===== config.mk =====
export PLATFORM = sky130hd
export DESIGN_NAME = edid_i2c_target
export DESIGN_NICKNAME = d
export VERILOG_FILES = /design/src/rtl/edid_i2c_target.sv
export SDC_FILE = /design/constraint.sdc
export NUM_CORES = 1
export LEC_CHECK = 0
export ABC_CLOCK_PERIOD_IN_PS = 5400
export CAP_MARGIN = 10
export CORE_UTILIZATION = 55
export DETAILED_ROUTE_END_ITERATION = 8
export HOLD_SLACK_MARGIN = 0.02
export PLACE_DENSITY_LB_ADDON = 0.15
export SYNTH_ARGS = -nofsm -noshare
export SYNTH_HDL_FRONTEND = slang
export SYNTH_SLANG_ARGS = --single-unit

===== constraint.sdc =====
create_clock -name clk -period 5.4 [get_ports clk]
set_input_delay 0.54 -clock clk [delete_from_list [all_inputs] [get_ports clk]]
set_output_delay 0.54 -clock clk [all_outputs]
set_load 0.03 [all_outputs]

===== src/rtl/edid_i2c_target.sv =====
// EDID I2C target: answers one 7-bit address, accepts a single word-address
// byte to set the read pointer, and streams bytes from an external 8-bit ROM.
//
// state     | meaning
// ----------+----------------------------------------------------------
// IDLE      | bus free or not addressed since reset/STOP
// DEVADDR   | shifting in device address + R/W bit
// ACK_DEV   | driving ACK for our device address
// WORDADDR  | shifting in word address byte
// ACK_WORD  | driving ACK for the word address
// TX_BYTE   | shifting out ROM data, MSB first
// RX_ACK    | released SDA, waiting for master ACK/NACK
// WAIT_STOP | not participating; only START/STOP are honored
module edid_i2c_target #(
    parameter logic [6:0] DEV_ADDR    = 7'h50,
    parameter int         SYNC_STAGES = 2
) (
    input  logic       clk,
    input  logic       rst_n,
    input  logic       scl_in,
    input  logic       sda_in,
    output logic       sda_oe,
    output logic [7:0] rom_addr,
    input  logic [7:0] rom_dout,
    output logic       busy
);

    typedef enum logic [2:0] {
        IDLE, DEVADDR, ACK_DEV, WORDADDR, ACK_WORD, TX_BYTE, RX_ACK, WAIT_STOP
    } state_t;

    state_t                 state, state_nx;
    logic [SYNC_STAGES-1:0] scl_sync, sda_sync;
    logic                   scl_d, sda_d;
    logic                   scl_s, sda_s;
    logic                   scl_rise, scl_fall, start_det, stop_det;
    logic [3:0]             bit_cnt, bit_cnt_nx;
    logic [7:0]             shift, shift_nx;
    logic [7:0]             ptr, ptr_nx;
    logic                   sda_oe_nx;
    logic                   rw, rw_nx;
    logic                   tx_load;

    assign scl_s     = scl_sync[SYNC_STAGES-1];
    assign sda_s     = sda_sync[SYNC_STAGES-1];
    assign scl_rise  = scl_s & ~scl_d;
    assign scl_fall  = ~scl_s & scl_d;
    assign start_det = scl_s & scl_d & sda_d & ~sda_s;
    assign stop_det  = scl_s & scl_d & ~sda_d & sda_s;
    assign rom_addr  = ptr;
    assign busy      = (state != IDLE);

    // Pad synchronizers plus one delay stage for edge detection; reset to bus-idle.
    always_ff @(posedge clk or negedge rst_n) begin
        if (!rst_n) begin
            scl_sync <= '1;
            sda_sync <= '1;
            scl_d    <= 1'b1;
            sda_d    <= 1'b1;
        end else begin
            scl_sync <= {scl_sync[SYNC_STAGES-2:0], scl_in};
            sda_sync <= {sda_sync[SYNC_STAGES-2:0], sda_in};
            scl_d    <= scl_s;
            sda_d    <= sda_s;
        end
    end

    // State and datapath registers.
    always_ff @(posedge clk or negedge rst_n) begin
        if (!rst_n) begin
            state   <= IDLE;
            bit_cnt <= 4'd0;
            shift   <= 8'h00;
            ptr     <= 8'h00;
            sda_oe  <= 1'b0;
            rw      <= 1'b0;
        end else begin
            state   <= state_nx;
            bit_cnt <= bit_cnt_nx;
            shift   <= shift_nx;
            ptr     <= ptr_nx;
            sda_oe  <= sda_oe_nx;
            rw      <= rw_nx;
        end
    end

    // Next-state and datapath update; STOP beats START beats per-state work.
    always_comb begin
        state_nx   = state;
        bit_cnt_nx = bit_cnt;
        shift_nx   = shift;
        ptr_nx     = ptr;
        sda_oe_nx  = sda_oe;
        rw_nx      = rw;
        tx_load    = 1'b0;
        if (stop_det) begin
            state_nx  = IDLE;
            sda_oe_nx = 1'b0;
        end else if (start_det) begin
            state_nx   = DEVADDR;
            bit_cnt_nx = 4'd0;
        end else begin
            case (state)
                IDLE: ;
                DEVADDR, WORDADDR: begin
                    if (scl_rise && bit_cnt != 4'd8) begin
                        shift_nx   = {shift[6:0], sda_s};
                        bit_cnt_nx = bit_cnt + 4'd1;
                    end else if (scl_fall && bit_cnt == 4'd8) begin
                        bit_cnt_nx = 4'd0;
                        if (state == WORDADDR) begin
                            ptr_nx    = shift;
                            state_nx  = ACK_WORD;
                            sda_oe_nx = 1'b1;
                        end else if (shift[7:1] == DEV_ADDR) begin
                            rw_nx     = shift[0];
                            state_nx  = ACK_DEV;
                            sda_oe_nx = 1'b1;
                        end else begin
                            state_nx  = WAIT_STOP;
                        end
                    end
                end
                ACK_DEV: begin
                    if (scl_fall) begin
                        if (rw) begin
                            tx_load = 1'b1;
                        end else begin
                            state_nx  = WORDADDR;
                            sda_oe_nx = 1'b0;
                        end
                    end
                end
                ACK_WORD: begin
                    if (scl_fall) begin
                        state_nx  = WAIT_STOP;
                        sda_oe_nx = 1'b0;
                    end
                end
                TX_BYTE: begin
                    if (scl_fall) begin
                        if (bit_cnt == 4'd7) begin
                            state_nx   = RX_ACK;
                            sda_oe_nx  = 1'b0;
                            bit_cnt_nx = 4'd0;
                        end else begin
                            shift_nx   = {shift[6:0], 1'b0};
                            sda_oe_nx  = ~shift[6];
                            bit_cnt_nx = bit_cnt + 4'd1;
                        end
                    end
                end
                RX_ACK: begin
                    // Entered on a fall, so the first fall seen here follows an ACK'd rise.
                    if (scl_rise && sda_s) begin
                        state_nx = WAIT_STOP;
                    end else if (scl_fall) begin
                        tx_load = 1'b1;
                    end
                end
                WAIT_STOP: sda_oe_nx = 1'b0;
                default: begin
                    state_nx  = IDLE;
                    sda_oe_nx = 1'b0;
                end
            endcase
        end
        if (tx_load) begin
            state_nx   = TX_BYTE;
            shift_nx   = rom_dout;
            ptr_nx     = ptr + 8'd1;
            sda_oe_nx  = ~rom_dout[7];
            bit_cnt_nx = 4'd0;
        end
    end

endmodule


Fig. 1: run 1, pin placement
Pins as bars across the die edge, other pins in gray.
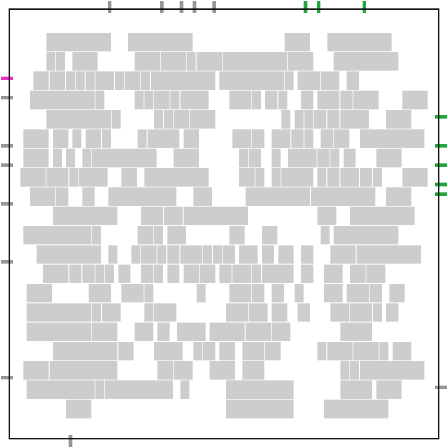
- magenta: `clk` (pins 1; direction input; edge left)
- green: `rom_addr` (pins 8; direction output; edge 5 right, 3 top)
- all pins by edge: 8 top, 7 left, 6 right, 1 bottom

Fig. 2: run 1, sequential cells colored by netlist name
Other sequential cells in the stronger gray, the rest of the logic in the fainter gray.
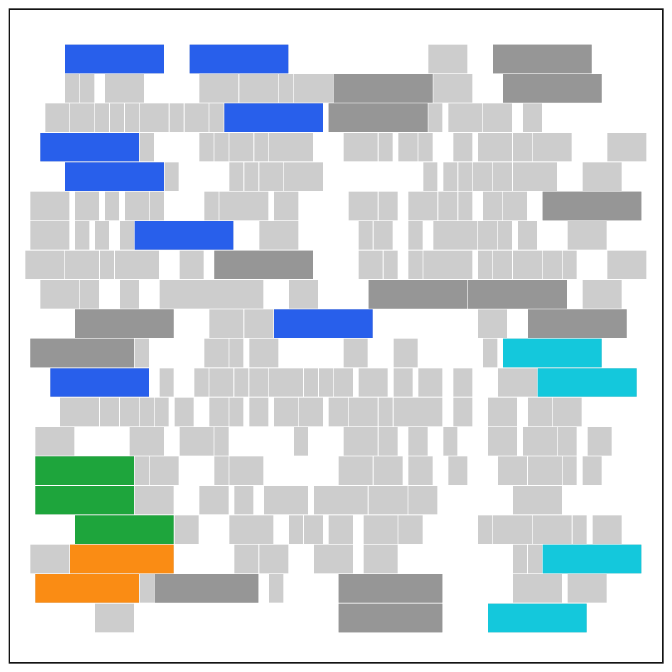
- green: `state` (sequential cells 3)
- cyan: `bit_cnt` (sequential cells 4)
- blue: `shift` (sequential cells 8)
- orange: `sda_sync` (sequential cells 2)
- not colored: 14
final core occ: 68.5%
area taken by flip-flops and latches: 783 µm²

Fig. 3: run 1, clock distribution
The bar under the picture is 20 µm long.
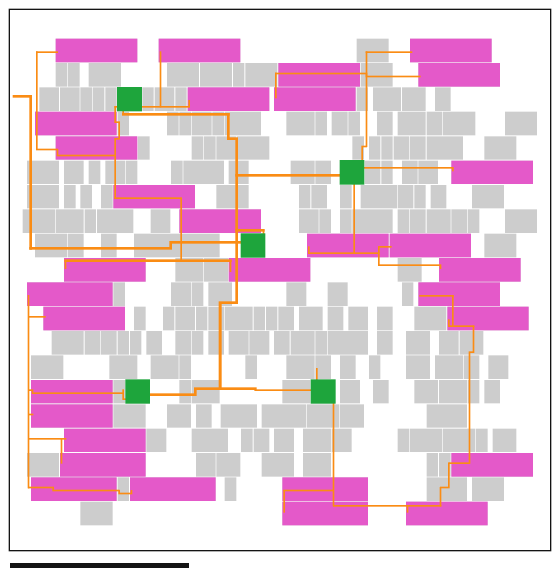
- orange: clock wires (length 418 µm)
- magenta: flip-flops (count 31)
- green: cells driving clock nets (count 5)
- routed clock nets: 6

-- run 1: power by group --
part           switching, µW  internal (µW)
Sequential               114            307
Clock                   79.7           50.7
Combinational            293            233
-- run 1: registers in the layout (all words and copies together) (netlist names) --
register and flops:
state 3, scl_d 1, rom_addr 8, shift 8, bit_cnt 4, sda_oe 1
scl_sync 2, sda_d 1, sda_sync 2, rw 1
-- run 1: synth_stat cells, drive strengths merged (2+ instances only) --
cell	n
nand3b	3
inv	5
clkbuf	4
a21oi	13
buf	5
nand4	2
and2	2
nor2	21
ha	3
and4b	2
dfstp	6
o31a	2
nor2b	3
nand2	34
nand4bb	2
o211ai	4
o31ai	2
nand3	11
o221a	3
nor3	5
nand2b	2
mux2i	4
nor4	2
o21ai	5
and3	2
nand4b	2
a211oi	2
and3b	3
dfrtp	25
a31oi	10
or3	3
-- run 1: worst max-delay path, delay by kind of cell (launching register included) --
kind / cells / cell delay (ps)
buf+inv: 1 / 600
simple gates: 2 / 470
flops: 1 / 530
-- run 1: cells by family (layout without fill, tap and decap cells) --
logic type	after synthesis	after routing	synth area share, %
buffers and inverters	14	36	3.95
and+or+nand+nor	102	102	28.5
xor gates and xnor gates	1	1	0.469
DFF	31	31	41.9
adders and majority gates	3	3	2.01
AOI/OAI and AO/OA	51	51	20.4
muxes	5	5	2.75
-- run 1: path summary, 6_finish.rpt --
check | to | slack, ps | depth (start not counted)
min in group asynchronous | bit_cnt[3]$_DFFE_PN0P_ | 580 | 2
max in group asynchronous | scl_sync[0]$_DFF_PN1_ | 4480 | 2
min reg2reg | sda_sync[1]$_DFF_PN1_ | 360 | 0
max | busy | 2930 | 3
max reg2reg | shift[4]$_DFFE_PN0P_ | 2930 | 5
min | sda_sync[1]$_DFF_PN1_ | 360 | 0
==> impl_results.html, run 1 <==
<h2>Implementation results</h2>
<table>
<tr><th>Metric</th><th>Value</th></tr>
<tr><th colspan="2">Die</th></tr>
<tr><td>Inserted tap cell count</td><td>approximately 44</td></tr>
<tr><td>Die width</td><td>~60 µm</td></tr>
<tr><td>Standard-cell rows</td><td>20</td></tr>
<tr><td>Area of the core</td><td>3130 µm²</td></tr>
<tr><td>Chip footprint</td><td>3630 µm²</td></tr>
<tr><td>Share of the core filled by cells before placement</td><td>59.7%</td></tr>
<tr><td>Top-level port count</td><td>22</td></tr>
<tr><th colspan="2">Clock tree</th></tr>
<tr><td>Number of hold buffers added after CTS</td><td>0</td></tr>
<tr><td>CTS H-Tree Depth</td><td>2</td></tr>
<tr><td>Post-CTS Setup Repair Bufs</td><td>0</td></tr>
<tr><td>Number of sinks driven by the clock tree</td><td>31</td></tr>
<tr><td>Post-CTS sizing</td><td>0</td></tr>
<tr><td>CTS buffer count</td><td>5</td></tr>
<tr><td>Library cell used as clock root buffer</td><td>sky130_fd_sc_hd__clkbuf_4</td></tr>
<tr><td>Number of buffers on the longest clock path</td><td>2</td></tr>
<tr><th colspan="2">Timing</th></tr>
<tr><td>Shortest clock period the worst path allows after layout</td><td>2470 ps</td></tr>
<tr><td>Share of the clock period used by the worst path</td><td>45.7%</td></tr>
<tr><td>Worst slew margin relative to its limit</td><td>approximately half</td></tr>
<tr><td>Slew Viols, Final</td><td>0</td></tr>
<tr><td>Min setup slack post-route</td><td>~2900 ps</td></tr>
<tr><td>Final tally of setup violations</td><td>0</td></tr>
<tr><td>Post-Route Skew</td><td>around 13 ps</td></tr>
<tr><td>Number of hold violations in the final report</td><td>0</td></tr>
<tr><td>Maximum clock rate</td><td>a little over 0.4 GHz</td></tr>
<tr><th colspan="2">Finish</th></tr>
<tr><td>Fraction of area in multi-input gates</td><td>approximately 47%</td></tr>
<tr><td>Top cells excl fill/tap</td><td>sky130_fd_sc_hd__nand2_1, sky130_fd_sc_hd__dfrtp_1, sky130_fd_sc_hd__clkdlybuf4s50_1, sky130_fd_sc_hd__nor2_1, sky130_fd_sc_hd__a21oi_1</td></tr>
<tr><td>Multi-In Gates</td><td>roughly 160</td></tr>
<tr><td>Layout net count</td><td>roughly 240</td></tr>
<tr><td>Non-clock buffering overhead in the final layout</td><td>roughly a tenth</td></tr>
<tr><td>Non-clock inverter instance count of the final layout</td><td>5</td></tr>
<tr><td>Most frequent logic cell in the layout</td><td>sky130_fd_sc_hd__nand2_1</td></tr>
<tr><td>Clock tree cell share of total cell area</td><td>under 10%</td></tr>
<tr><td>Number of flip-flops and latches</td><td>31</td></tr>
<tr><td>Sequential cell area share</td><td>36.5%</td></tr>
<tr><td>Tally of filler cells in the layout</td><td>~260</td></tr>
<tr><td>Largest contributor to cell area by class</td><td>combinational gates</td></tr>
<tr><td>Post-layout instance count excluding filler cells</td><td>273</td></tr>
<tr><th colspan="2">Global routing</th></tr>
<tr><td>Number of antenna violations at the first check in global routing</td><td>0</td></tr>
<tr><td>Overflow left after global routing</td><td>0</td></tr>
<tr><td>Met1 GRT Util</td><td>about two fifths</td></tr>
<tr><td>Wire length of the first global-routing pass</td><td>7.42 mm</td></tr>
<tr><td>Maximum number of pins on one net before global-route repair</td><td>32</td></tr>
<tr><td>Layer with the highest usage</td><td>met2</td></tr>
<tr><td>Gr usage total</td><td>between 20 and 30%</td></tr>
<tr><td>GR Layer Usage met3</td><td>between 7 and 8%</td></tr>
<tr><td>Via count of the first global-routing pass</td><td>1538</td></tr>
<tr><th colspan="2">Setup path</th></tr>
<tr><td>Nature of the critical path endpoint</td><td>output pin</td></tr>
<tr><td>Ordered cell list for the critical path</td><td>nor2_1 &gt; nand2_1 &gt; clkdlybuf4s50_1</td></tr>
<tr><td>Delay contributed by the slowest stage of the critical path</td><td>roughly 600 ps</td></tr>
<tr><td>Critical Path Slowest Stage Cell</td><td>sky130_fd_sc_hd__clkdlybuf4s50_1</td></tr>
<tr><td>Arrival @ worst endpoint</td><td>1930 ps</td></tr>
<tr><td>Type of element launching the critical path</td><td>register</td></tr>
<tr><td>Data required time of the worst path</td><td>4860 ps</td></tr>
<tr><td>Worst-path fanout max</td><td>13</td></tr>
<tr><td>Launch point of the critical path</td><td>state[2]$_DFFE_PN0P_</td></tr>
<tr><td>Crit Path Category</td><td>reg2out</td></tr>
<tr><th colspan="2">Route</th></tr>
<tr><td>Sum of routed wire segments on met1</td><td>1.91 mm</td></tr>
<tr><td>Total Wirelength</td><td>about 4.3 mm</td></tr>
<tr><td>Count of vias placed by the detailed router</td><td>1673</td></tr>
<tr><td>Initial DRT Pass Iterations</td><td>5</td></tr>
<tr><td>Number of remaining DRC errors</td><td>0</td></tr>
<tr><td>Amount of wire on met2 after detailed routing</td><td>a little over 2 mm</td></tr>
<tr><td>Via count normalized by instance count</td><td>a little over 6</td></tr>
<tr><td>Top routing layer in use</td><td>met4</td></tr>
<tr><td>Wirelength per Cell</td><td>between 15 and 20 µm</td></tr>
<tr><th colspan="2">Power</th></tr>
<tr><td>Leakage</td><td>~0.00088 µW</td></tr>
<tr><td>Total power divided by cell area</td><td>roughly 500 nW/µm²</td></tr>
<tr><td>Maximum resistive drop on vdd</td><td>between 0.0003 and 0.0004 V</td></tr>
<tr><th colspan="2">Yosys</th></tr>
<tr><td>Mean post-synth cell area</td><td>~9.0 µm²</td></tr>
<tr><td>Dominant flop cell</td><td>sky130_fd_sc_hd__dfrtp_1</td></tr>
<tr><td>Post-Syn Nets</td><td>between 200 and 250</td></tr>
<tr><td>Async SR Flop Fraction</td><td>100%</td></tr>
<tr><td>Post-synthesis chip area from yosys</td><td>around 1900 µm²</td></tr>
<tr><td>Number of synthesized flops with an enable pin</td><td>0</td></tr>
<tr><td>Leading area contributor after synthesis</td><td>sky130_fd_sc_hd__dfrtp_1</td></tr>
<tr><td>Syn Inst Count</td><td>just over 200</td></tr>
<tr><td>Yosys warning count</td><td>0</td></tr>
<tr><td>Sequential element share of the synthesized area</td><td>about two fifths</td></tr>
<tr><th colspan="2">Worst hold path</th></tr>
<tr><td>Tightest Hold Check Type</td><td>reg2reg</td></tr>
<tr><td>Start point of the worst min-delay path</td><td>sda_sync[0]$_DFF_PN1_</td></tr>
<tr><th colspan="2">Flow run</th></tr>
<tr><td>Number of max-cap violations</td><td>0</td></tr>
<tr><td>OpenROAD warnings</td><td>27</td></tr>
<tr><th colspan="2">Placement</th></tr>
<tr><td>Placed Area</td><td>2090 µm²</td></tr>
<tr><td>Worst setup timing slack at the placement stage</td><td>2970 ps</td></tr>
<tr><td>HPWL Detailed</td><td>about 3.2 mm</td></tr>
<tr><td>Weighted congestion reported at the end of routability-driven placement</td><td>around 0.92</td></tr>
<tr><th colspan="2">Outcome</th></tr>
<tr><td>Status</td><td>finished clean</td></tr>
</table>
==> run 1 -> run 2 <==
--- a/config.mk
+++ b/config.mk
@@ -5,7 +5,7 @@
 export SDC_FILE = /design/constraint.sdc
 export NUM_CORES = 1
 export LEC_CHECK = 0
-export ABC_CLOCK_PERIOD_IN_PS = 5400
+export ABC_CLOCK_PERIOD_IN_PS = 2450
 export CAP_MARGIN = 10
 export CORE_UTILIZATION = 55
 export DETAILED_ROUTE_END_ITERATION = 8
==> constraint.sdc (replaced) <==
create_clock -name clk -period 2.45 [get_ports clk]
set_input_delay 0.245 -clock clk [delete_from_list [all_inputs] [get_ports clk]]
set_output_delay 0.245 -clock clk [all_outputs]
set_load 0.03 [all_outputs]
Fig. 4: run 2, routed metal, one color a layer
The bar under the picture is 20 µm long.
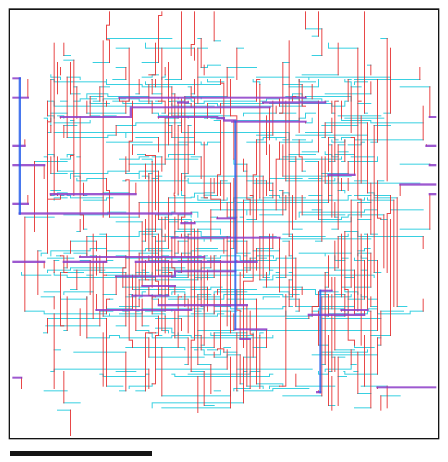
- purple: met3 (wire length 294 µm)
- red: met2 (wire length 2040 µm)
- cyan: met1 (wire length 1930 µm)
- blue: met4 (wire length 62.6 µm)

Fig. 5: run 2, pin placement
Pins as bars across the die edge, other pins in gray.
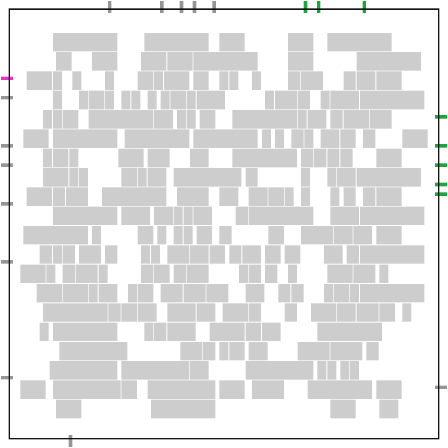
- green: `rom_addr` (pins 8; direction output; edge 5 right, 3 top)
- magenta: `clk` (pins 1; direction input; edge left)
vertical extent of the die: 60.3 µm
input/output buffers: 21
die width: 60.3 µm

==> run 2 against run 1 <==
Compared with the run above:
- worst hold slack got worse by 68 ps
- register-to-register slack got worse by 2500 ps
- clock skew fell by 1.3 ps
- setup slack got worse by 2700 ps
- die area did not move
- combinational power rose by 130%
- synthesized cell count did not move
- synthesized area did not move
- wire length rose by 0.14%
- sequential power rose by 120%
- global-route usage fell by 0.25 points
- critical path type unchanged
- critical endpoint unchanged
- largest cell class unchanged
- largest power group unchanged
- highest routed layer unchanged
==> impl_results.html, run 2 <==
<h2>Implementation results</h2>
<table>
<tr><th>Metric</th><th>Value</th></tr>
<tr><th colspan="2">Route</th></tr>
<tr><td>Initial DRT Pass Iterations</td><td>4 (-1)</td></tr>
<tr><td>DRC marker count from the first detailed-route iteration</td><td>about 140</td></tr>
<tr><td>Via count normalized by instance count</td><td>6.12 (-0.21%)</td></tr>
<tr><td>Wirelength per Cell</td><td>15.6 µm (-1.3%)</td></tr>
<tr><td>Number of remaining DRC errors</td><td>0 (unchanged)</td></tr>
<tr><td>Count of vias placed by the detailed router</td><td>1694 (+1.3%)</td></tr>
<tr><td>Total Wirelength</td><td>4.33 mm (+0.14%)</td></tr>
<tr><th colspan="2">Setup path</th></tr>
<tr><td>Nature of the critical path endpoint</td><td>output pin</td></tr>
<tr><td>Arrival @ worst endpoint</td><td>1930 ps (about the same)</td></tr>
<tr><td>Critical Path Slowest Stage Cell</td><td>sky130_fd_sc_hd__clkdlybuf4s50_1</td></tr>
<tr><td>Crit Path Category</td><td>reg2out</td></tr>
<tr><td>Number of buffers and inverters on the critical path</td><td>1 (unchanged)</td></tr>
<tr><td>Worst-path fanout max</td><td>13 (unchanged)</td></tr>
<tr><td>Delay contributed by the slowest stage of the critical path</td><td>600 ps (about the same)</td></tr>
<tr><td>Data required time of the worst path</td><td>2200 ps (-2660 ps)</td></tr>
<tr><td>Type of element launching the critical path</td><td>register</td></tr>
<tr><td>Ordered cell list for the critical path</td><td>nor2_1 &gt; nand2_1 &gt; clkdlybuf4s50_1</td></tr>
<tr><th colspan="2">Yosys</th></tr>
<tr><td>Mean post-synth cell area</td><td>9.02 µm² (unchanged)</td></tr>
<tr><td>Yosys warning count</td><td>0 (unchanged)</td></tr>
<tr><td>Number of synthesized flops with an enable pin</td><td>0 (unchanged)</td></tr>
<tr><td>Sequential element share of the synthesized area</td><td>41.9% (unchanged)</td></tr>
<tr><td>Dominant flop cell</td><td>sky130_fd_sc_hd__dfrtp_1</td></tr>
<tr><td>Synth top cells by count</td><td>sky130_fd_sc_hd__nand2_1, sky130_fd_sc_hd__dfrtp_1, sky130_fd_sc_hd__nor2_1</td></tr>
<tr><td>Most used standard cell by instance count after synthesis</td><td>sky130_fd_sc_hd__nand2_1</td></tr>
<tr><td>Async SR Flop Fraction</td><td>100% (unchanged)</td></tr>
<tr><td>Post-Syn Nets</td><td>222 (unchanged)</td></tr>
<tr><td>Post-synthesis chip area from yosys</td><td>1870 µm² (unchanged)</td></tr>
<tr><th colspan="2">Power</th></tr>
<tr><td>Share of power burned in the clock network</td><td>12.0% (about the same)</td></tr>
<tr><td>Sw Share</td><td>44.8% (-0.41 points)</td></tr>
<tr><td>Part of the power in registers</td><td>37.7% (-1.4 points)</td></tr>
<tr><td>Group drawing the most power</td><td>combinational cells</td></tr>
<tr><td>Clock group power</td><td>288 µW (+120%)</td></tr>
<tr><td>Net load switching power</td><td>1080 µW (+120%)</td></tr>
<tr><td>Combinational Power</td><td>1210 µW (+130%)</td></tr>
<tr><td>Total power divided by cell area</td><td>1110 nW/µm² (+120%)</td></tr>
<tr><td>Power drawn by the sequential cells</td><td>908 µW (+120%)</td></tr>
<tr><td>Gate power share</td><td>50.3% (+1.5 points)</td></tr>
<tr><td>Cell Int Power</td><td>1330 µW (+130%)</td></tr>
<tr><td>Leakage</td><td>0.000901 µW (+2.2%)</td></tr>
<tr><td>Total Power Consumption</td><td>2410 µW</td></tr>
<tr><th colspan="2">Timing</th></tr>
<tr><td>Maximum clock rate</td><td>approximately 0.46 GHz</td></tr>
<tr><td>Number of hold violations in the final report</td><td>0 (unchanged)</td></tr>
<tr><td>Slew Viols, Final</td><td>0 (unchanged)</td></tr>
<tr><td>Share of the clock period used by the worst path</td><td>88.6%</td></tr>
<tr><td>Shortest clock period the worst path allows after layout</td><td>roughly 2200 ps</td></tr>
<tr><td>Final tally of setup violations</td><td>0 (unchanged)</td></tr>
<tr><td>Post-Route Skew</td><td>11.8 ps (-1.27 ps)</td></tr>
<tr><td>Min setup slack post-route</td><td>278 ps (-2660 ps)</td></tr>
<tr><th colspan="2">Finish</th></tr>
<tr><td>Post-layout instance count excluding filler cells</td><td>277 (+1.5%)</td></tr>
<tr><td>Multi-In Gates</td><td>162 (unchanged)</td></tr>
<tr><td>Clock tree cell share of total cell area</td><td>2.30% (-0.032 points)</td></tr>
<tr><td>Largest contributor to cell area by class</td><td>combinational gates</td></tr>
<tr><td>Final core occ</td><td>69.5% (+0.96 points)</td></tr>
<tr><td>Non-clock buffering overhead in the final layout</td><td>11.7% (+1.2 points)</td></tr>
<tr><td>Number of flip-flops and latches</td><td>31 (unchanged)</td></tr>
<tr><td>Tally of filler cells in the layout</td><td>267 (+1.9%)</td></tr>
<tr><td>Non-clock inverter instance count of the final layout</td><td>5 (unchanged)</td></tr>
<tr><td>Top cells excl fill/tap</td><td>sky130_fd_sc_hd__nand2_1, sky130_fd_sc_hd__dfrtp_1, sky130_fd_sc_hd__clkdlybuf4s50_1, sky130_fd_sc_hd__nor2_1, sky130_fd_sc_hd__a21oi_1</td></tr>
<tr><td>Layout net count</td><td>247 (+1.6%)</td></tr>
<tr><td>Fraction of area in multi-input gates</td><td>46.5% (-0.65 points)</td></tr>
<tr><td>Most frequent logic cell in the layout</td><td>sky130_fd_sc_hd__nand2_1</td></tr>
<tr><th colspan="2">Die</th></tr>
<tr><td>Standard-cell rows</td><td>20 (unchanged)</td></tr>
<tr><td>Inserted tap cell count</td><td>44 (unchanged)</td></tr>
<tr><td>Top-level port count</td><td>22 (unchanged)</td></tr>
<tr><td>Area of the core</td><td>3130 µm² (unchanged)</td></tr>
<tr><td>Chip footprint</td><td>3630 µm² (unchanged)</td></tr>
<tr><th colspan="2">Worst hold path</th></tr>
<tr><td>Tightest Hold Check Type</td><td>in2async</td></tr>
<tr><th colspan="2">Placement</th></tr>
<tr><td>Worst setup timing slack at the placement stage</td><td>440 ps (-2530 ps)</td></tr>
<tr><td>Weighted congestion reported at the end of routability-driven placement</td><td>0.895 (-2.6%)</td></tr>
<tr><td>Placed Area</td><td>2120 µm² (+1.4%)</td></tr>
<tr><td>HPWL Detailed</td><td>3.17 mm (+0.46%)</td></tr>
<tr><th colspan="2">Outcome</th></tr>
<tr><td>Status</td><td>finished clean</td></tr>
<tr><th colspan="2">Global routing</th></tr>
<tr><td>Wire length of the first global-routing pass</td><td>7.47 mm (+0.55%)</td></tr>
<tr><td>Via count of the first global-routing pass</td><td>1596 (+3.8%)</td></tr>
<tr><td>Overflow left after global routing</td><td>0 (unchanged)</td></tr>
<tr><td>Number of antenna violations at the first check in global routing</td><td>0 (unchanged)</td></tr>
<tr><td>Gr usage total</td><td>28.2% (-0.25 points)</td></tr>
<tr><th colspan="2">Clock tree</th></tr>
<tr><td>Library cell used as clock root buffer</td><td>sky130_fd_sc_hd__clkbuf_4</td></tr>
<tr><td>Number of buffers on the longest clock path</td><td>2 (unchanged)</td></tr>
<tr><td>Post-CTS Setup Repair Bufs</td><td>0 (unchanged)</td></tr>
<tr><td>CTS buffer count</td><td>5 (unchanged)</td></tr>
<tr><td>CTS H-Tree Depth</td><td>2 (unchanged)</td></tr>
<tr><td>Number of sinks driven by the clock tree</td><td>31 (unchanged)</td></tr>
<tr><td>Post-CTS sizing</td><td>0 (unchanged)</td></tr>
<tr><th colspan="2">Flow run</th></tr>
<tr><td>OpenROAD warnings</td><td>27 (unchanged)</td></tr>
<tr><td>Number of max-cap violations</td><td>0 (unchanged)</td></tr>
</table>
Fig. 6: run 2, congestion heat map
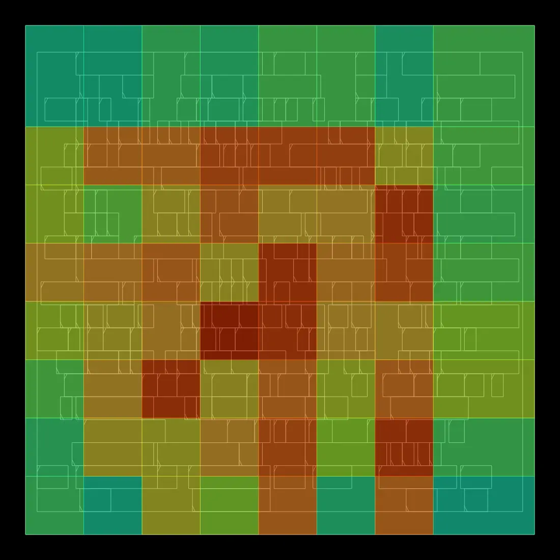
layer with the highest usage: met2
met1 GRT Util: 38.1%

[run 2: logic make-up (layout without fill, tap and decap cells)]
kind of cell / Yosys count / in the layout / share of synthesized area, %
AND-OR/OR-AND: 51 / 51 / 20.4
buffers and inverters: 14 / 40 / 3.95
XOR/XNOR: 1 / 1 / 0.469
AND/OR/NAND/NOR: 102 / 102 / 28.5
adder cells (fa/ha/maj): 3 / 3 / 2.01
flip-flops: 31 / 31 / 41.9
multiplexers: 5 / 5 / 2.75
[run 2: per-layer routing]
| layer | up-vias | share of wire, % | GRT usage (%) |
|---|---|---|---|
| met1 | 805 | 45 | 38.1 |
| met4 | 0 | 1.4 | 11.0 |
| met5 | - | 0 | 0 |
| met2 | 64 | 47 | 43.5 |
| li1 | 817 | - | - |
| met3 | 8 | 6.8 | 6.28 |
[run 2: final timing paths]
path | startpoint | endpoint | slack, ps | depth (start not counted)
worst max-delay path | state[2]$_DFFE_PN0P_ | busy | 280 | 3
worst max register to register | state[2]$_DFFE_PN0P_ | state[0]$_DFFE_PN0P_ | 400 | 5
worst min register to register | scl_sync[0]$_DFF_PN1_ | scl_sync[1]$_DFF_PN1_ | 360 | 0
max in group asynchronous | rst_n | sda_sync[1]$_DFF_PN1_ | 1830 | 2
worst min-delay path | rst_n | bit_cnt[0]$_DFFE_PN0P_ | 290 | 2
min in group clk | sda_in | sda_sync[0]$_DFF_PN1_ | 310 | 1
[run 2: worst register-to-register path: cells and delay by family (launching register included)]
kind | cells | cell delay, ps
and+or+nand+nor | 2 | 740
DFF | 1 | 530
AOI/OAI and AO/OA | 2 | 470
muxes | 1 | 230
==> run 2 -> run 3 <==
--- a/config.mk
+++ b/config.mk
@@ -5,9 +5,11 @@
 export SDC_FILE = /design/constraint.sdc
 export NUM_CORES = 1
 export LEC_CHECK = 0
+export ABC_AREA = 1
 export ABC_CLOCK_PERIOD_IN_PS = 2450
 export CAP_MARGIN = 10
 export CORE_UTILIZATION = 55
+export CTS_CLUSTER_SIZE = 24
 export DETAILED_ROUTE_END_ITERATION = 8
 export HOLD_SLACK_MARGIN = 0.02
 export PLACE_DENSITY_LB_ADDON = 0.15
==> run 3 against run 2 <==
Compared with the run above:
- wire length is 6.8% higher
- combinational power rose by about 30%
- total power up 20%
- clock skew down 8.9 ps
- sequential power increased by 2.5%
- synthesized cell count up 43%
- sequential share of layout area fell by 3.1 points
- critical path depth up 6
- count of clock-buffer cells in the layout did not move
- non-clock buffer count fell by 5
- via count grew 14%
- flip-flop count stayed put
- critical endpoint is now rom_addr[5]$_DFFE_PN0P_
- highest routed layer unchanged
==> impl_results.html, run 3 <==
<h2>Implementation results</h2>
<table>
<tr><th>Metric</th><th>Value</th></tr>
<tr><th colspan="2">Outcome</th></tr>
<tr><td>Status</td><td>finished clean</td></tr>
<tr><th colspan="2">Setup path</th></tr>
<tr><td>Cell family with most CP delay</td><td>AND-OR/OR-AND gates</td></tr>
<tr><td>Critical Path Slowest Stage Cell</td><td>sky130_fd_sc_hd__o21ai_1</td></tr>
<tr><td>Path depth of the worst reg2reg path</td><td>9 (+4)</td></tr>
<tr><td>Critical R2R Launch</td><td>bit_cnt[0]$_DFFE_PN0P_</td></tr>
<tr><td>Data required time of the worst path</td><td>2620 ps (+420 ps)</td></tr>
<tr><td>Crit Reg-Reg Endpoint</td><td>rom_addr[5]$_DFFE_PN0P_</td></tr>
<tr><td>Delay contributed by the slowest stage of the critical path</td><td>590 ps (about the same)</td></tr>
<tr><td>Worst-path fanout max</td><td>11 (-2)</td></tr>
<tr><td>Ordered cell list for the critical path</td><td>inv_1 &gt; ha_1 &gt; nand2_1 &gt; nor2_1 &gt; nand2_1 &gt; o21ai_1 &gt; inv_1 &gt; a21oi_1 &gt; a21oi_1</td></tr>
<tr><td>Number of buffers and inverters on the critical path</td><td>2 (+1)</td></tr>
<tr><td>Arrival @ worst endpoint</td><td>2360 ps (+430 ps)</td></tr>
<tr><td>Type of element launching the critical path</td><td>register</td></tr>
<tr><td>R2r setup slk</td><td>260 ps (-140 ps)</td></tr>
<tr><td>Crit Path Category</td><td>reg2reg</td></tr>
<tr><td>Nature of the critical path endpoint</td><td>register</td></tr>
<tr><th colspan="2">Global routing</th></tr>
<tr><td>Gr usage total</td><td>26.2% (-2.0 points)</td></tr>
<tr><td>Via count of the first global-routing pass</td><td>1858 (+16%)</td></tr>
<tr><td>Wire length of the first global-routing pass</td><td>8.17 mm (+9.4%)</td></tr>
<tr><td>Layer with the highest usage</td><td>met2</td></tr>
<tr><td>M2 GR Usage</td><td>42.0% (-1.5 points)</td></tr>
<tr><td>Overflow left after global routing</td><td>0 (unchanged)</td></tr>
<tr><td>Maximum number of pins on one net before global-route repair</td><td>32</td></tr>
<tr><td>Number of antenna violations at the first check in global routing</td><td>0 (unchanged)</td></tr>
<tr><td>GR Layer Usage met3</td><td>5.62% (-0.66 points)</td></tr>
<tr><th colspan="2">Route</th></tr>
<tr><td>Detailed route wirelength on metal3</td><td>206 µm (-30%)</td></tr>
<tr><td>Count of vias placed by the detailed router</td><td>1927 (+14%)</td></tr>
<tr><td>Via count normalized by instance count</td><td>5.25 (-14%)</td></tr>
<tr><td>Number of remaining DRC errors</td><td>0 (unchanged)</td></tr>
<tr><td>Initial DRT Pass Iterations</td><td>5 (+1)</td></tr>
<tr><td>Count of nets left with antenna violations after detail routing</td><td>0</td></tr>
<tr><td>Total Wirelength</td><td>4.62 mm (+6.8%)</td></tr>
<tr><td>Top routing layer in use</td><td>met4</td></tr>
<tr><td>DRC marker count from the first detailed-route iteration</td><td>90 (-37%)</td></tr>
<tr><td>Sum of routed wire segments on met1</td><td>2.12 mm (+9.9%)</td></tr>
<tr><td>Wirelength per Cell</td><td>12.6 µm (-19%)</td></tr>
<tr><td>Amount of wire on met2 after detailed routing</td><td>2.13 mm (+4.4%)</td></tr>
<tr><th colspan="2">Power</th></tr>
<tr><td>Clock group power</td><td>395 µW (+37%)</td></tr>
<tr><td>Part of the power in registers</td><td>32.2% (-5.5 points)</td></tr>
<tr><td>Share of power burned in the clock network</td><td>13.7% (+1.7 points)</td></tr>
<tr><td>Total Power Consumption</td><td>2900 µW (+20%)</td></tr>
<tr><td>Maximum resistive drop on vdd</td><td>0.000691 V</td></tr>
<tr><td>Group drawing the most power</td><td>combinational cells</td></tr>
<tr><td>Leakage</td><td>0.00121 µW (+34%)</td></tr>
<tr><td>Gate power share</td><td>54.2% (+3.9 points)</td></tr>
<tr><td>Cell Int Power</td><td>1470 µW (+11%)</td></tr>
<tr><td>Net load switching power</td><td>1420 µW (+32%)</td></tr>
<tr><td>Sw Share</td><td>49.1% (+4.4 points)</td></tr>
<tr><td>Power drawn by the sequential cells</td><td>931 µW (+2.5%)</td></tr>
<tr><td>Total power divided by cell area</td><td>1220 nW/µm² (+9.9%)</td></tr>
<tr><td>Combinational Power</td><td>1570 µW (+30%)</td></tr>
<tr><th colspan="2">Timing</th></tr>
<tr><td>Slew Viols, Final</td><td>0 (unchanged)</td></tr>
<tr><td>Final tally of setup violations</td><td>0 (unchanged)</td></tr>
<tr><td>Share of the clock period used by the worst path</td><td>89.2% (+0.59 points)</td></tr>
<tr><td>Post-Route Skew</td><td>2.90 ps (-8.93 ps)</td></tr>
<tr><td>Sum Neg Setup Slack</td><td>0 ps</td></tr>
<tr><td>Setup repair after global routing missed its margin</td><td>false</td></tr>
<tr><td>Worst-margin pin slew</td><td>719 ps</td></tr>
<tr><td>Number of hold violations in the final report</td><td>0 (unchanged)</td></tr>
<tr><td>Maximum clock rate</td><td>0.457 GHz (-0.66%)</td></tr>
<tr><td>Shortest clock period the worst path allows after layout</td><td>2190 ps (+14.3 ps)</td></tr>
<tr><th colspan="2">Finish</th></tr>
<tr><td>Synth-to-layout area growth</td><td>13.8%</td></tr>
<tr><td>Most frequent logic cell in the layout</td><td>sky130_fd_sc_hd__nand2_1</td></tr>
<tr><td>Comb area</td><td>around 1100 µm²</td></tr>
<tr><td>Layout Cell Area excl Fill</td><td>roughly 2400 µm²</td></tr>
<tr><td>Top cells excl fill/tap</td><td>sky130_fd_sc_hd__nand2_1, sky130_fd_sc_hd__nor2_1, sky130_fd_sc_hd__inv_1, sky130_fd_sc_hd__dfrtp_1, sky130_fd_sc_hd__clkdlybuf4s50_1</td></tr>
<tr><td>Area taken by flip-flops and latches</td><td>roughly 800 µm²</td></tr>
<tr><td>Post-layout instance count excluding filler cells</td><td>367 (+32%)</td></tr>
<tr><td>Diodes inserted</td><td>0</td></tr>
<tr><td>Share of cells above drive strength 1</td><td>a little over an eighth</td></tr>
<tr><td>Tally of filler cells in the layout</td><td>303 (+13%)</td></tr>
<tr><td>Layout net count</td><td>333 (+35%)</td></tr>
<tr><th colspan="2">Yosys</th></tr>
<tr><td>Flops &amp; latches, synth</td><td>31</td></tr>
<tr><td>Post-synthesis chip area from yosys</td><td>2090 µm² (+12%)</td></tr>
<tr><td>Yosys warning count</td><td>0 (unchanged)</td></tr>
<tr><td>Sequential element share of the synthesized area</td><td>37.5% (-4.4 points)</td></tr>
<tr><td>Number of synthesized flops with an enable pin</td><td>0 (unchanged)</td></tr>
<tr><td>Leading area contributor after synthesis</td><td>sky130_fd_sc_hd__dfrtp_1</td></tr>
<tr><td>Cell variety after synth</td><td>30</td></tr>
<tr><td>Post-Syn Nets</td><td>312 (+41%)</td></tr>
<tr><td>Dominant flop cell</td><td>sky130_fd_sc_hd__dfrtp_1</td></tr>
<tr><td>Async SR Flop Fraction</td><td>100% (unchanged)</td></tr>
<tr><td>Post-Synthesis Cell Area</td><td>between 2000 and 2500 µm²</td></tr>
<tr><td>Most area-consuming cells after synthesis</td><td>sky130_fd_sc_hd__dfrtp_1, sky130_fd_sc_hd__nand2_1, sky130_fd_sc_hd__dfstp_2</td></tr>
<tr><td>Mean post-synth cell area</td><td>7.03 µm² (-22%)</td></tr>
<tr><td>Share of the synthesized area in the top cell type</td><td>between 20 and 30%</td></tr>
<tr><td>Yosys cell count</td><td>a little under 300</td></tr>
<tr><td>Most used standard cell by instance count after synthesis</td><td>sky130_fd_sc_hd__nand2_1</td></tr>
<tr><td>Synth top cells by count</td><td>sky130_fd_sc_hd__nand2_1, sky130_fd_sc_hd__nor2_1, sky130_fd_sc_hd__inv_1</td></tr>
<tr><th colspan="2">Die</th></tr>
<tr><td>Top-level port count</td><td>22 (unchanged)</td></tr>
<tr><td>Area of the core</td><td>3660 µm² (+17%)</td></tr>
<tr><td>Vertical extent of the die</td><td>63.6 µm (+5.5%)</td></tr>
<tr><td>Share of the core filled by cells before placement</td><td>between 50% and 60%</td></tr>
<tr><td>Die width</td><td>63.6 µm (+5.5%)</td></tr>
<tr><td>Standard-cell rows</td><td>22 (+10%)</td></tr>
<tr><td>Chip footprint</td><td>4050 µm² (+11%)</td></tr>
<tr><th colspan="2">Placement</th></tr>
<tr><td>HPWL Detailed</td><td>3.32 mm (+4.6%)</td></tr>
<tr><td>Input/output buffers</td><td>21 (unchanged)</td></tr>
<tr><td>Weighted congestion reported at the end of routability-driven placement</td><td>0.915 (+2.2%)</td></tr>
<tr><td>Cell count after placement</td><td>~360</td></tr>
<tr><td>Placed Area</td><td>2300 µm² (+8.1%)</td></tr>
<tr><th colspan="2">Worst hold path</th></tr>
<tr><td>Tightest Hold Check Type</td><td>in2async</td></tr>
<tr><th colspan="2">Clock tree</th></tr>
<tr><td>Late-Pin Clk Latency</td><td>290 ps</td></tr>
<tr><td>Post-CTS Setup Repair Bufs</td><td>0 (unchanged)</td></tr>
<tr><td>Post-CTS sizing</td><td>0 (unchanged)</td></tr>
<tr><td>CTS H-Tree Depth</td><td>2 (unchanged)</td></tr>
<tr><td>Number of buffers on the longest clock path</td><td>2 (unchanged)</td></tr>
<tr><td>Number of hold buffers added after CTS</td><td>0</td></tr>
<tr><td>Library cell used as clock root buffer</td><td>sky130_fd_sc_hd__clkbuf_8</td></tr>
<tr><td>CTS buffer count</td><td>5 (unchanged)</td></tr>
<tr><td>Number of sinks driven by the clock tree</td><td>31 (unchanged)</td></tr>
<tr><td>TritonCTS clock tree</td><td>yes</td></tr>
<tr><th colspan="2">Flow run</th></tr>
<tr><td>OpenROAD warnings</td><td>27 (unchanged)</td></tr>
<tr><td>Number of max-cap violations</td><td>0 (unchanged)</td></tr>
</table>
## run 3: cell types whose count changed after synthesis, sizes merged, moves of 8 or more
| cell | previous run | this run |
|---|---|---|
| a31oi | 10 | 2 |
| inv | 5 | 34 |
| nand2 | 34 | 111 |
| nand3 | 11 | 24 |
| nor2 | 21 | 36 |
| o21ai | 5 | 22 |
## run 3: cell type report
type	count	area share [%]
Multi-Input combinational cell	224	46.4
Inverter	34	5.58
Clock inverter	1	0.211
Clock buffer	7	3.21
Tap cell	48	2.53
Sequential cell	31	32.9
Timing Repair Buffer	22	9.16
## run 3: worst max-delay path by stage
stage | start | endpoint | slack [ps] | cells after the start
5_1_grt | bit_cnt[0]$_DFFE_PN0P_ | rom_addr[6]$_DFFE_PN0P_ | 0.9 | 9
3_5_place_dp | bit_cnt[0]$_DFFE_PN0P_ | rom_addr[5]$_DFFE_PN0P_ | 310 | 9
6_report | bit_cnt[0]$_DFFE_PN0P_ | rom_addr[5]$_DFFE_PN0P_ | 260 | 9
4_1_cts | bit_cnt[0]$_DFFE_PN0P_ | rom_addr[5]$_DFFE_PN0P_ | 300 | 9
3_3_place_gp | state[2]$_DFFE_PN0P_ | rom_addr[5]$_DFFE_PN0P_ | 360 | 7
2_1_floorplan | rom_addr[0]$_DFFE_PN0P_ | rom_addr[6]$_DFFE_PN0P_ | 900 | 6
## run 3: cells by family after synthesis
group,Yosys count,share of synthesized area (%)
AND-OR/OR-AND,38,11.1
XOR/XNOR,5,2.10
adder cells (fa/ha/maj),3,1.80
buffers and inverters,42,9.71
flip-flops,31,37.5
AND/OR/NAND/NOR,178,37.7
## run 3: stage by stage
stage	hold slack (ps)	setup slack, ps
global route	356	0.925
global placement	346	363
detailed placement	348	313
CTS	352	301
floorplan	-50.6	904
finish	355	264
Fig. 7: run 3, pin placement
Pins as bars across the die edge, other pins in gray.
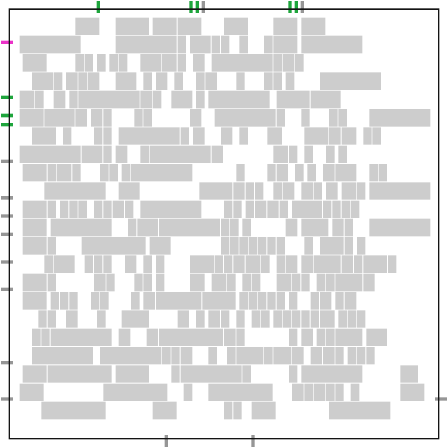
- green: `rom_addr` (pins 8; direction output; edge 5 top, 3 left)
- magenta: `clk` (pins 1; direction input; edge left)

Fig. 8: run 3, the metal 4 layer
Cells faint in the background.
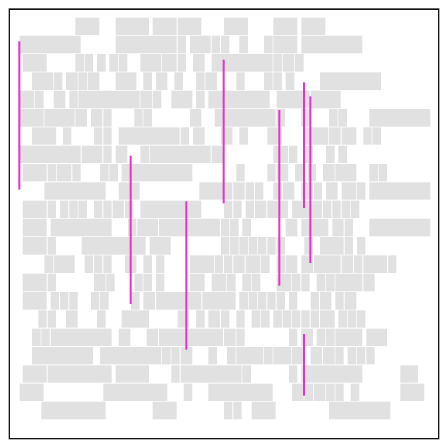
- wire length on this layer: 164 µm
- main direction: vertical
- longest straight run: 25.8 µm

Fig. 9: run 3, congestion heat map
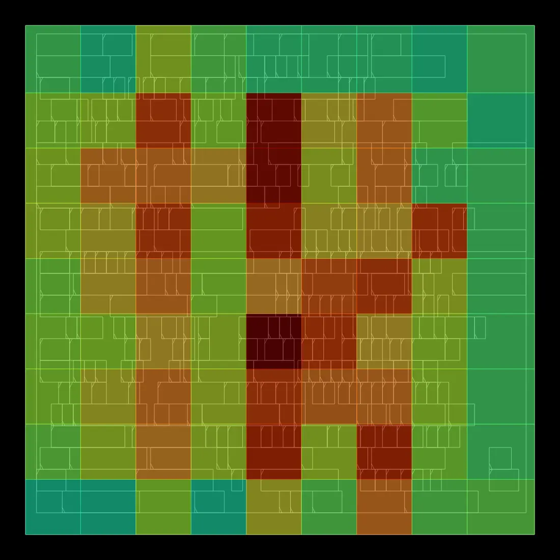
met1 GRT Util: 32.6%
final core occ: 64.9%

Power and IR drop assume default switching activity.
